$ cat config.mk
export PLATFORM = sky130hd
export DESIGN_NAME = spike_dispatch_queue
export DESIGN_NICKNAME = d
export VERILOG_FILES = /design/src/rtl/spike_dispatch_pkg.sv /design/src/rtl/spike_id_fifo.sv /design/src/rtl/spike_dispatch_queue.sv
export SDC_FILE = /design/constraint.sdc
export NUM_CORES = 1
export LEC_CHECK = 0
export CAP_MARGIN = 20
export CORE_UTILIZATION = 30
export CTS_CLUSTER_DIAMETER = 100
export DETAILED_ROUTE_END_ITERATION = 10
export HOLD_SLACK_MARGIN = 0.15
export MAX_ROUTING_LAYER = met4
export PLACE_DENSITY_LB_ADDON = 0.25
export SLEW_MARGIN = 20
export SYNTH_ARGS = -nofsm -noshare
export SYNTH_HDL_FRONTEND = slang
export SYNTH_SLANG_ARGS = --single-unit
$ cat constraint.sdc
create_clock -name Clock -period 9.62 [get_ports Clock]
set_input_delay 1.443 -clock Clock [delete_from_list [all_inputs] [get_ports Clock]]
set_output_delay 1.443 -clock Clock [all_outputs]
set_load 0.05 [all_outputs]
$ cat src/rtl/spike_dispatch_pkg.sv
// spike_dispatch_pkg: state encoding and default sizes shared by the spike dispatch queue.
package spike_dispatch_pkg;
   localparam int NEURON_WIDTH_DEF    = 14;
   localparam int QUEUE_DEPTH_LOG_DEF = 6;
   typedef enum logic [2:0] {
      IDLE  = 3'd0,
      LOAD  = 3'd1,
      ROUTE = 3'd2,
      GAP   = 3'd3,
      DONE  = 3'd4
   } state_t;
endpackage

$ cat src/rtl/spike_id_fifo.sv
// spike_id_fifo: register-array circular FIFO of neuron IDs with synchronous clear.
// A pop in the same cycle frees a slot, so a push into a full FIFO is accepted alongside it.
module spike_id_fifo
   import spike_dispatch_pkg::*;
#(
   parameter int W = NEURON_WIDTH_DEF,
   parameter int L = QUEUE_DEPTH_LOG_DEF
) (
   input  logic         Clock,
   input  logic         Reset,
   input  logic         Clear,
   input  logic         Push,
   input  logic         Pop,
   input  logic [W-1:0] PushData,
   output logic [W-1:0] PopData,
   output logic         Full,
   output logic         Empty,
   output logic [L:0]   Count
);
   logic [W-1:0] mem [2**L];
   logic [L-1:0] wr_ptr, rd_ptr;
   logic do_pop, do_push;
   assign Full    = Count[L];
   assign Empty   = Count == '0;
   assign PopData = mem[rd_ptr];
   assign do_pop  = Pop && !Empty && !Clear;
   assign do_push = Push && !Clear && (!Full || do_pop);
   always_ff @(posedge Clock or negedge Reset)
      if (!Reset) begin
         wr_ptr <= '0;
         rd_ptr <= '0;
         Count  <= '0;
      end else if (Clear) begin
         wr_ptr <= '0;
         rd_ptr <= '0;
         Count  <= '0;
      end else begin
         wr_ptr <= do_push ? wr_ptr + 1'b1 : wr_ptr;
         rd_ptr <= do_pop ? rd_ptr + 1'b1 : rd_ptr;
         Count  <= (do_push && !do_pop) ? Count + 1'b1 : (do_pop && !do_push) ? Count - 1'b1 : Count;
      end
   always_ff @(posedge Clock)
      if (do_push) mem[wr_ptr] <= PushData;
endmodule

$ cat src/rtl/spike_dispatch_queue.sv
// spike_dispatch_queue: buffers spiked neuron IDs and feeds them one pass at a time to the router.
// Optional SPIKE_DROP_COUNT_EN adds DropCount/DropFlag overflow reporting.
module spike_dispatch_queue
   import spike_dispatch_pkg::*;
#(
   parameter int NEURON_WIDTH    = NEURON_WIDTH_DEF,
   parameter int QUEUE_DEPTH_LOG = QUEUE_DEPTH_LOG_DEF,
   parameter int COUNT_WIDTH     = QUEUE_DEPTH_LOG + 1
) (
   input  logic                    Clock,
   input  logic                    Reset,
   input  logic                    Initialize,
   input  logic                    SpikeValid,
   input  logic [NEURON_WIDTH-1:0] SpikeID,
   output logic                    SpikeReady,
   input  logic                    WaveStart,
   input  logic                    RoutingComplete,
   output logic                    RouteEnable,
   output logic [NEURON_WIDTH-1:0] NeuronID,
   output logic                    WaveDone,
   output logic                    Busy,
`ifdef SPIKE_DROP_COUNT_EN
   output logic [COUNT_WIDTH-1:0]  Count,
   output logic [15:0]             DropCount,
   output logic                    DropFlag
`else
   output logic [COUNT_WIDTH-1:0]  Count
`endif
);
   state_t state, next_state;
   logic clear, pop, full, empty;
   logic [NEURON_WIDTH-1:0] head;
   // The router is mid-pass while RouteEnable is high, so Initialize must not disturb it.
   assign clear       = Initialize && state != ROUTE;
   assign pop         = state == LOAD && !clear;
   assign SpikeReady  = !full || pop;
   assign RouteEnable = state == ROUTE;
   assign Busy        = state != IDLE;
   spike_id_fifo #(.W(NEURON_WIDTH), .L(QUEUE_DEPTH_LOG)) u_fifo (
      .Clock    (Clock),
      .Reset    (Reset),
      .Clear    (clear),
      .Push     (SpikeValid),
      .Pop      (pop),
      .PushData (SpikeID),
      .PopData  (head),
      .Full     (full),
      .Empty    (empty),
      .Count    (Count)
   );
   always_comb begin
      next_state = state;
      case (state)
         IDLE:    next_state = WaveStart ? (empty ? DONE : LOAD) : IDLE;
         LOAD:    next_state = ROUTE;
         ROUTE:   next_state = RoutingComplete ? GAP : ROUTE;
         GAP:     next_state = empty ? DONE : LOAD;
         DONE:    next_state = IDLE;
         default: next_state = IDLE;
      endcase
      if (clear) next_state = IDLE;
   end
   // NeuronID is captured on entry to LOAD so it is settled a full cycle before RouteEnable rises.
   always_ff @(posedge Clock or negedge Reset)
      if (!Reset) begin
         state    <= IDLE;
         NeuronID <= '0;
         WaveDone <= 1'b0;
      end else begin
         state    <= next_state;
         NeuronID <= clear ? '0 : (next_state == LOAD) ? head : NeuronID;
         WaveDone <= state == DONE && !clear;
      end
`ifdef SPIKE_DROP_COUNT_EN
   always_ff @(posedge Clock or negedge Reset)
      if (!Reset) begin
         DropCount <= '0;
         DropFlag  <= 1'b0;
      end else if (clear) begin
         DropCount <= '0;
         DropFlag  <= 1'b0;
      end else if (SpikeValid && !SpikeReady) begin
         DropCount <= DropCount + {15'd0, DropCount != 16'hFFFF};
         DropFlag  <= 1'b1;
      end
`endif
endmodule

==> run_1/clock_wires.png <==
Bar = 100 µm.
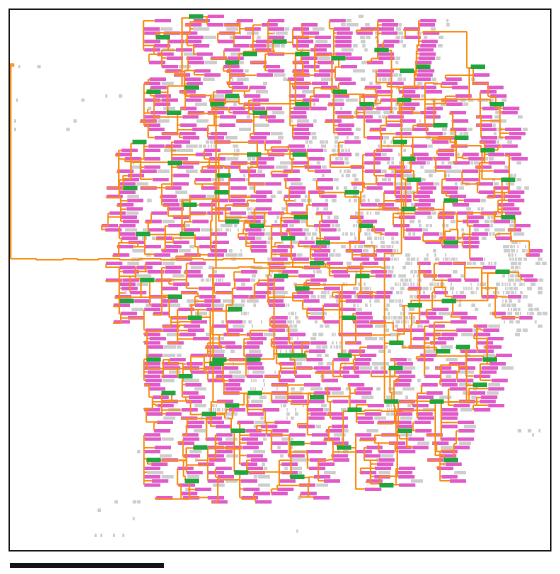
orange -> clock wires  # length 11200 µm
green -> clock-net drivers  # count 96
magenta -> flip-flops  # count 933
routed clock nets = 97

==> run_1/pinout.png <==
Pins as bars across the die edge, other pins in grey.
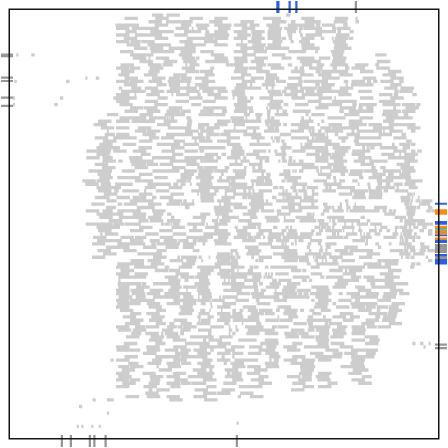
orange -> Count  # pins 7, direction output, edge right
cyan -> SpikeReady  # pins 1, direction output, edge right
blue -> NeuronID  # pins 14, direction output, edge 10 right, 4 top

==> run_1/m4.png <==
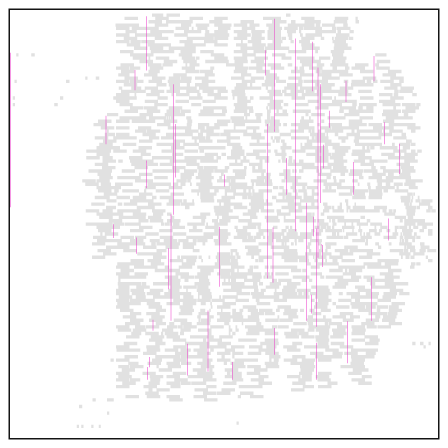
nets with wire on the layer = 17
longest straight run = 158 µm

==> results.py, run 1 <==
# Metrics from the implementation run
metrics = {
    "place": {
        "pre_cts_slack_ps": 4280,
        "port_buffers": 44,
        "dp.cells": 3487,
    },
    "cells_and_area": {
        "drive_gt1_share_pct": 24.1,
        "syn_to_final_growth_pct": 16.3,
        "fin_area_um2": 42500,
        "nets": 2003,
        "final_cells": 3669,
    },
    "worst_setup_path": {
        "worstPathRequired_ps": 8180,
        "crit_type": "input pin to primary output",
        "worst_r2r_path_depth": 7,
    },
    "sta": {
        "grt_setup_unrepaired": "no",
        "fin_ws_ps": 4480,
        "layout_min_cycle_time_ps": 5140,
        "setup_viol": 0,
        "final-max-slew-violation-count": 0,
        "finalClockPeriodUsage_pct": 53.4,
        "fmax_ghz": 0.195,
        "setup_tns_ps": 0,
    },
    "synth": {
        "ff_type": "edfxtp_1",
        "synth_flops": 933,
        "async_flop_share_pct": 3.97,
        "ys_seq_share_pct": 76.2,
        "syn_inst": 1848,
        "syn_avg_cell_area_um2": 19.8,
        "synthTopCellsByArea": "edfxtp_1 (74%), mux4_2 (9.5%), mux2i_1 (3.3%)",
        "ys_cells": 1848,
    },
    "die": {
        "fp-utilization_pct": 30.4,
        "rows": 127,
        "chipArea_um2": 123000,
    },
    "route": {
        "wl_per_cell_um": 26.2,
        "vias_per_cell": 4.98,
        "vias": 18258,
        "drcViolationCount": 0,
    },
    "flow_run": {
        "warnings": 27,
    },
    "cts": {
        "cts_buffer_depth": 3,
        "cts_max_level": 3,
        "cts_root_buf": "clkbuf_16",
    },
    "min_path": {
        "worstHoldStart": "u_fifo.Count[3]",
    },
    "power_and_ir_drop": {
        "powerDensity_nw_per_um2": 250,
        "p_total_uw": 10600,
    },
    "global_routing": {
        "grt_pass1_wl_um": 137000,
        "antenna_found_initial": 2,
        "gr-total-overflow": 0,
    },
    "run_status": {
        "status": "finished, final reports clean",
    },
}
-- run 1: registers in the layout, indices dropped and copies added (netlist names) --
signal         count
state              3
u_fifo.mem       896
NeuronID          14
u_fifo.rd_ptr      6
WaveDone           1
u_fifo.Count       7
u_fifo.wr_ptr      6
-- run 1: final cells by class --
cell class	instances	area, µm²
Multi-Input combinational cell	792	8160
Tap cell	1612	2020
Sequential cell	933	27800
Inverter	18	67.6
Clock buffer	113	2540
Antenna cell	1	2.50
Timing Repair Buffer	133	1070
Clock inverter	67	805
Fill cell	11179	77800
-- run 1: metal layers --
| layer | vias to the layer above | global-route usage, % | share of wire, % |
|---|---|---|---|
| li1 | 7860 | - | - |
| met2 | 551 | 24.8 | 47 |
| met4 | 0 | 4.16 | 2.1 |
| met3 | 120 | 2.18 | 5.5 |
| met5 | - | - | 0 |
| met1 | 9727 | 22.1 | 45 |
-- run 1: worst max-delay path by stage --
stage	endpoint	start	slack (ps)
finish	SpikeReady	Initialize	4480
global placement	u_fifo.mem[58][1]	Initialize	4380
CTS	SpikeReady	Initialize	4500
floorplan	u_fifo.Count[6]	Initialize	5070
global route	SpikeReady	Initialize	4460
detailed placement	u_fifo.mem[58][1]	Initialize	4280
-- run 1: worst max-delay path: stages --
cell and delay (ps):
clkdlybuf4s50_1 540, or4b_2 750, nand2_1 140, clkdlybuf4s50_1 820
-- run 1: cells in the final DEF, fill, tap and decap left out, drive strengths merged, types with 37 or more instances in the layout --
cell	Yosys	final
clkinv	0	41
clkbuf	45	113
buf	60	104
mux2i	120	120
mux2	49	49
nor2	91	91
edfxtp	896	896
mux4	154	154
o22ai	45	45
nand2	60	60
dfrtp	37	37
-- run 1: through the flow --
stage	utilization [%]	hold slack, ps
after CTS	35.3	557
after detailed placement	32.5	538
after global routing	35.3	605
after global placement	32.5	536
after floorplan	-	519
final	35.3	557
-- run 1: where the power goes --
group	total, µW	leakage, µW	internal, µW	switching, µW
logic	2050	0.00291	862	1190
registers	4660	0.00854	4540	127
clock network	3930	0.00164	2350	1570
-- run 1: cell families (layout without fill, tap and decap cells) --
kind of cell               Yosys count  after routing  share of synthesized area [%]
AOI/OAI and AO/OA                  230            230                           4.47
and+or+nand+nor                    220            220                           2.80
xor gates and xnor gates            10             10                          0.240
buffers and inverters              123            331                           1.70
adders and majority gates            9              9                          0.329
muxes                              323            323                           14.3
other                                0              1                              0
DFF                                933            933                           76.2
==> run 2: changes to the inputs <==
Clock period 9.62 ns to 4.93 ns, I/O delays scaled along.
==> run_2/clock_wires.png <==
Bar = 100 µm.
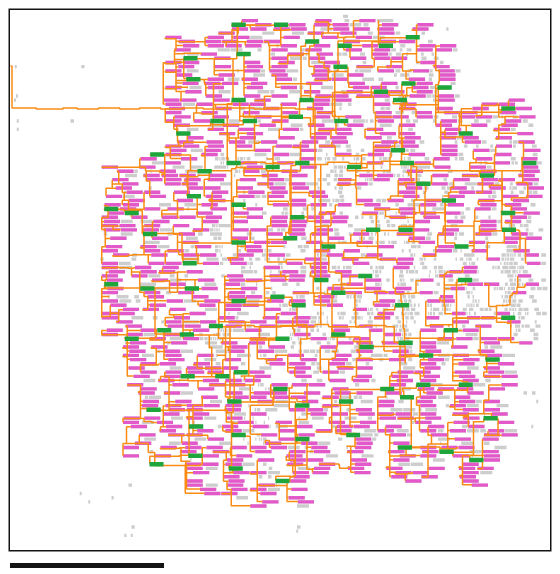
orange -> clock wires  # length 11100 µm
magenta -> flip-flops  # count 933
green -> clock-net drivers  # count 97
routed clock nets = 98

==> run_2/pinout.png <==
Pins as bars across the die edge, other pins in grey.
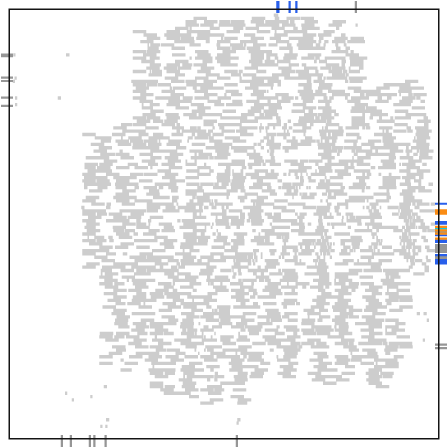
blue -> NeuronID  # pins 14, direction output, edge 10 right, 4 top
orange -> Count  # pins 7, direction output, edge right
cyan -> SpikeReady  # pins 1, direction output, edge right
all pins by edge = 28 right, 6 left, 6 bottom, 5 top

==> results.py, run 2 <==
# Metrics from the implementation run
metrics = {
    "die": {
        "chipArea_um2": 123000,
        "fp-utilization_pct": 30.4,
        "rows": 127,
    },
    "synth": {
        "syn_inst": 1848,
        "syn_avg_cell_area_um2": 19.8,
        "ff_type": "edfxtp_1",
        "synth_flops": 933,
        "async_flop_share_pct": 3.97,
        "synthTopCellsByArea": "edfxtp_1 (74%), mux4_2 (9.5%), mux2i_1 (3.3%)",
        "ys_cells": 1848,
    },
    "sta": {
        "layout_min_cycle_time_ps": 3890,
        "grt_setup_unrepaired": "no",
        "setup_tns_ps": 0,
        "fin_ws_ps": 1040,
    },
    "route": {
        "wl_met2_um": 45400,
        "wl_met3_um": 4520,
        "drt-met1-wl_um": 43500,
        "wl_per_cell_um": 25.7,
        "vias_per_cell": 4.95,
    },
    "worst_setup_path": {
        "critical-path-slowest-cell": "or4b_2",
        "worstPathRequired_ps": 5500,
        "critical-path-top-delay-family": "simple AND/OR/NAND/NOR gates",
    },
    "place": {
        "port_buffers": 44,
    },
    "flow_run": {
        "warnings": 27,
    },
    "global_routing": {
        "gr-total-overflow": 0,
        "antenna_found_initial": 4,
        "grt_pass1_wl_um": 137000,
    },
    "cells_and_area": {
        "drive_gt1_share_pct": 24.0,
        "fill_cells": 11208,
        "syn_to_final_growth_pct": 16.3,
        "largest_reg_flops": 896,
        "largest_register": "u_fifo.mem",
        "final_core_util_pct": 35.3,
        "lay_top_count": "edfxtp_1",
    },
    "cts": {
        "cts_buffer_depth": 3,
        "cts_root_buf": "clkbuf_16",
    },
    "run_status": {
        "status": "finished, final reports clean",
    },
}
==> run_2/m4.png <==
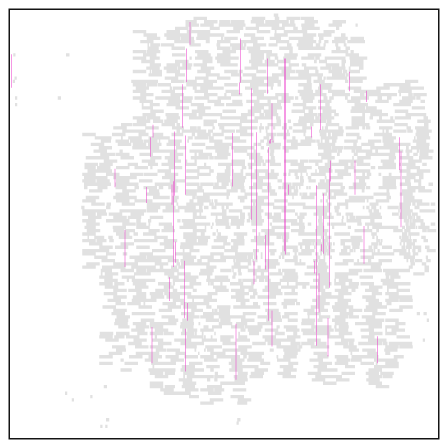
main direction = vertical
wire length on this layer = 2110 µm
longest straight run = 161 µm
share of all routed wire = 2.2%

run 2: path summary, 6_finish.rpt:
check / cells after the start / to / start / slack, ps
hold reg to reg: 2 / u_fifo.Count[5] / u_fifo.Count[5] / 560
setup / recovery: 12 / u_fifo.Count[6] / Initialize / 1040
min in group Clock: 1 / u_fifo.mem[62][7] / SpikeID[7] / 540
hold / removal: 1 / WaveDone / Reset / 230
setup reg to reg: 12 / u_fifo.Count[6] / state[2] / 1130
max in group asynchronous: 1 / u_fifo.rd_ptr[1] / Reset / 3980
run 2: kinds of logic (layout without fill, tap and decap cells):
kind of cell / count (synthesis) / after routing / synth area share, %
DFF: 933 / 933 / 76.2
other: 0 / 2 / 0
muxes: 323 / 323 / 14.3
adders and majority gates: 9 / 9 / 0.329
and+or+nand+nor: 220 / 220 / 2.80
buffers and inverters: 123 / 376 / 1.70
xor gates and xnor gates: 10 / 10 / 0.240
AOI/OAI and AO/OA: 230 / 230 / 4.47
run 2: layout make-up:
class                           count  area (µm²)  area share [%]
Timing Repair Buffer              175        1390            3.26
Sequential cell                   933       27800            65.5
Clock buffer                      128        2620            6.16
Multi-Input combinational cell    792        8100            19.1
Tap cell                         1612        2020            4.75
Inverter                           18        67.6           0.159
Antenna cell                        2        5.00          0.0118
Clock inverter                     55         454            1.07
run 2: through the flow:
stage | cells | power (µW)
6_report | 3715 | 20200
2_1_floorplan | 1848 | 12000
5_1_grt | 3715 | 20900
3_5_place_dp | 3530 | 13400
4_1_cts | 3713 | 20400
3_3_place_gp | 3530 | 13300
run 2: worst reg2reg max path, delay by kind of cell, from the launching register on:
kind	cells	cell delay, ps
AND-OR/OR-AND	4	840
flip-flops	1	500
adder cells (fa/ha/maj)	1	400
buffers and inverters	1	200
AND/OR/NAND/NOR	6	1760
run 2: per-layer routing:
metal | up-vias | global-route usage, %
met5 | - | -
li1 | 7949 | -
met1 | 9809 | 21.8
met3 | 123 | 2.37
met2 | 513 | 25.0
met4 | 0 | 4.30
run 2: report_power, final:
group	internal (µW)	switching, µW
clock	4060	3010
sequential	8850	265
combinational	1760	2250
==> run 3: changes to the inputs <==
Clock period 4.93 ns to 3.2 ns, I/O delays scaled along.
==> run_3/ff_map.png <==
Other sequential cells in the stronger grey, the rest of the logic in the fainter grey.
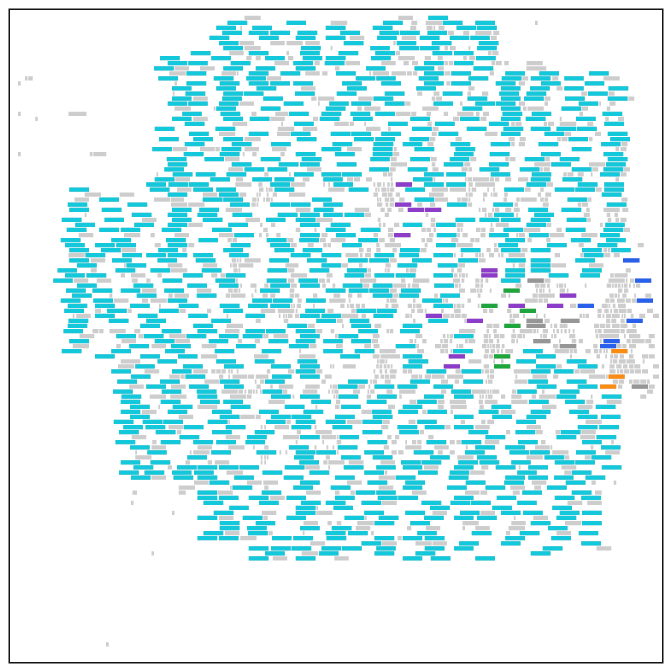
cyan -> u_fifo.mem  # sequential cells 896, where spread over the die
blue -> u_fifo.Count  # sequential cells 7, where middle right
purple -> NeuronID  # sequential cells 14
green -> u_fifo.wr_ptr  # sequential cells 6, where middle right
orange -> state  # sequential cells 3
not coloured = 7

==> run_3/congestion_map.png <==
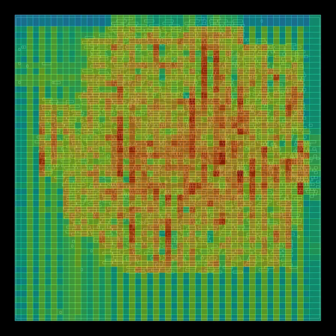
GRT busiest layer: met2
M2 GR Usage: 25.6%
met1 usage: 22.8%
met3 usage: 2.42%
DR WL/cell: 26.0 µm

==> results.py, run 3 <==
# Metrics from the implementation run
metrics = {
    "cells_and_area": {
        "lay_top_count": "edfxtp_1",
        "drive_gt1_share_pct": 26.7,
        "final_core_util_pct": 36.0,
        "syn_to_final_growth_pct": 18.6,
        "largest_reg_flops": 896,
        "largest_register": "u_fifo.mem",
        "fill_cells": 11107,
    },
    "sta": {
        "layout_min_cycle_time_ps": 3050,
        "grt_setup_unrepaired": "no",
        "fin_ws_ps": 153,
    },
    "worst_setup_path": {
        "crit_type": "flop to flop",
        "worst-path-max-fanout": 6,
        "critical-path-slowest-cell": "or4b_4",
        "worstPathRequired_ps": 3760,
        "end_kind": "flop",
    },
    "die": {
        "chipArea_um2": 123000,
        "fp.coreArea_um2": 120000,
        "rows": 127,
        "fp-utilization_pct": 30.4,
    },
    "global_routing": {
        "grt_pass1_wl_um": 141000,
        "gr-total-overflow": 0,
        "antenna_found_initial": 1,
    },
    "synth": {
        "synth_flops": 933,
        "syn_inst": 1848,
        "syn_avg_cell_area_um2": 19.8,
        "ys_cells": 1848,
        "async_flop_share_pct": 3.97,
        "ff_type": "edfxtp_1",
        "synthTopCellsByArea": "edfxtp_1 (74%), mux4_2 (9.5%), mux2i_1 (3.3%)",
    },
    "place": {
        "gp_congestion": 0.871,
        "port_buffers": 44,
    },
    "cts": {
        "cts_root_buf": "clkbuf_16",
    },
    "route": {
        "firstDrtPassIters": 5,
        "drcViolationCount": 0,
        "drt_iter0_markers": 1693,
        "vias_per_cell": 4.99,
    },
    "flow_run": {
        "warnings": 27,
    },
    "run_status": {
        "status": "finished, final reports clean",
    },
    "min_path": {
        "holdCritPathClass": "input pin to flop",
    },
}
==> run_3/clock_wires.png <==
Bar = 100 µm.
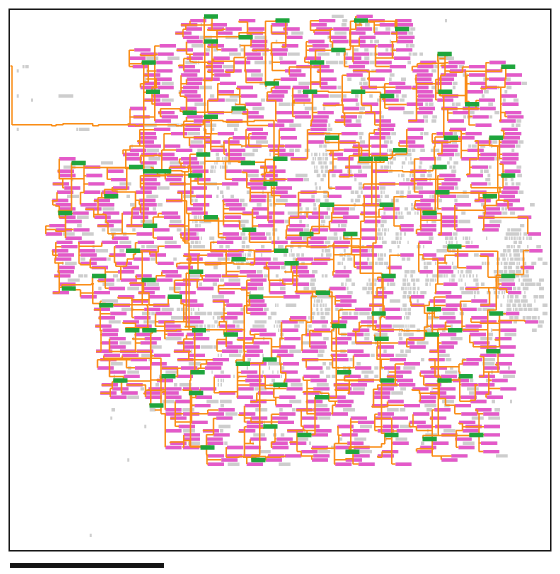
orange -> clock wires  # length 11300 µm
magenta -> flip-flops  # count 933
green -> clock-net drivers  # count 98
routed clock nets = 99

-- run 3: cell counts after synthesis --
Identical to the previous run, type by type.
-- run 3: stage by stage --
stage                     TNS [ps]  total power (µW)  std cells  hold slack, ps
after floorplan                  0             18500       1848             184
after global placement       -1040             21100       3604             542
after detailed placement      -993             21200       3604             556
after CTS                        0             32100       3787             204
after global routing             0             32900       3790             206
final                            0             31800       3791             220
-- run 3: final timing paths --
path / start / end / slack (ps) / cells after the start
setup reg to reg: state[1] / u_fifo.Count[6] / 150 / 12
setup / recovery: state[1] / u_fifo.Count[6] / 150 / 12
hold reg to reg: u_fifo.Count[5] / u_fifo.Count[5] / 560 / 2
max in group asynchronous: Reset / u_fifo.rd_ptr[0] / 1900 / 2
min in group asynchronous: Reset / WaveDone / 540 / 2
hold / removal: SpikeID[11] / u_fifo.mem[38][11] / 220 / 1
-- run 3: layout make-up --
type / count / area, µm² / area share (%)
antenna: 1 / 2.50 / 0.00578
sequential: 933 / 27800 / 64.3
tap: 1612 / 2020 / 4.66
multi-input combinational: 792 / 8150 / 18.8
clock buffer: 128 / 2610 / 6.02
timing repair buffer: 253 / 2180 / 5.03
clock inverter: 54 / 447 / 1.03
inverter: 18 / 67.6 / 0.156
-- run 3: logic make-up after synthesis --
logic type	after synthesis	synth area share, %
AOI/OAI and AO/OA	230	4.47
xor gates and xnor gates	10	0.240
adders and majority gates	9	0.329
buffers and inverters	123	1.70
DFF	933	76.2
muxes	323	14.3
and+or+nand+nor	220	2.80
-- run 3: critical path, delay by kind of cell, from the launching register on --
family | cells | cell delay (ps)
AND/OR/NAND/NOR | 5 | 1320
flip-flops | 1 | 410
buffers and inverters | 1 | 140
adder cells (fa/ha/maj) | 1 | 210
AND-OR/OR-AND | 5 | 880
-- run 3: report_power, final --
group	leakage [µW]	switching, µW	internal [µW]
logic	0.00360	3820	3150
clock network	0.00149	4650	6230
registers	0.00854	269	13600
-- run 3: timing repair --
item / in CTS / in global routing
endpoints found under the setup margin: 1 / 2
setup buffers: 0 / 2
hold endpoints to repair: 37 / 0
gates resized: 1 / 7
hold buffers: 1 / 0
-- run 3: routing by layer --
| layer | vias up | global-route usage [%] | routed length [µm] |
|---|---|---|---|
| li1 | 8106 | - | - |
| met1 | 10184 | 22.8 | 44800 |
| met2 | 512 | 25.6 | 46600 |
| met3 | 124 | 2.42 | 5300 |
| met4 | 0 | 3.73 | 1950 |
| met5 | - | - | 0 |
Power figures rest on the tool's default switching activity, not on a simulated workload.
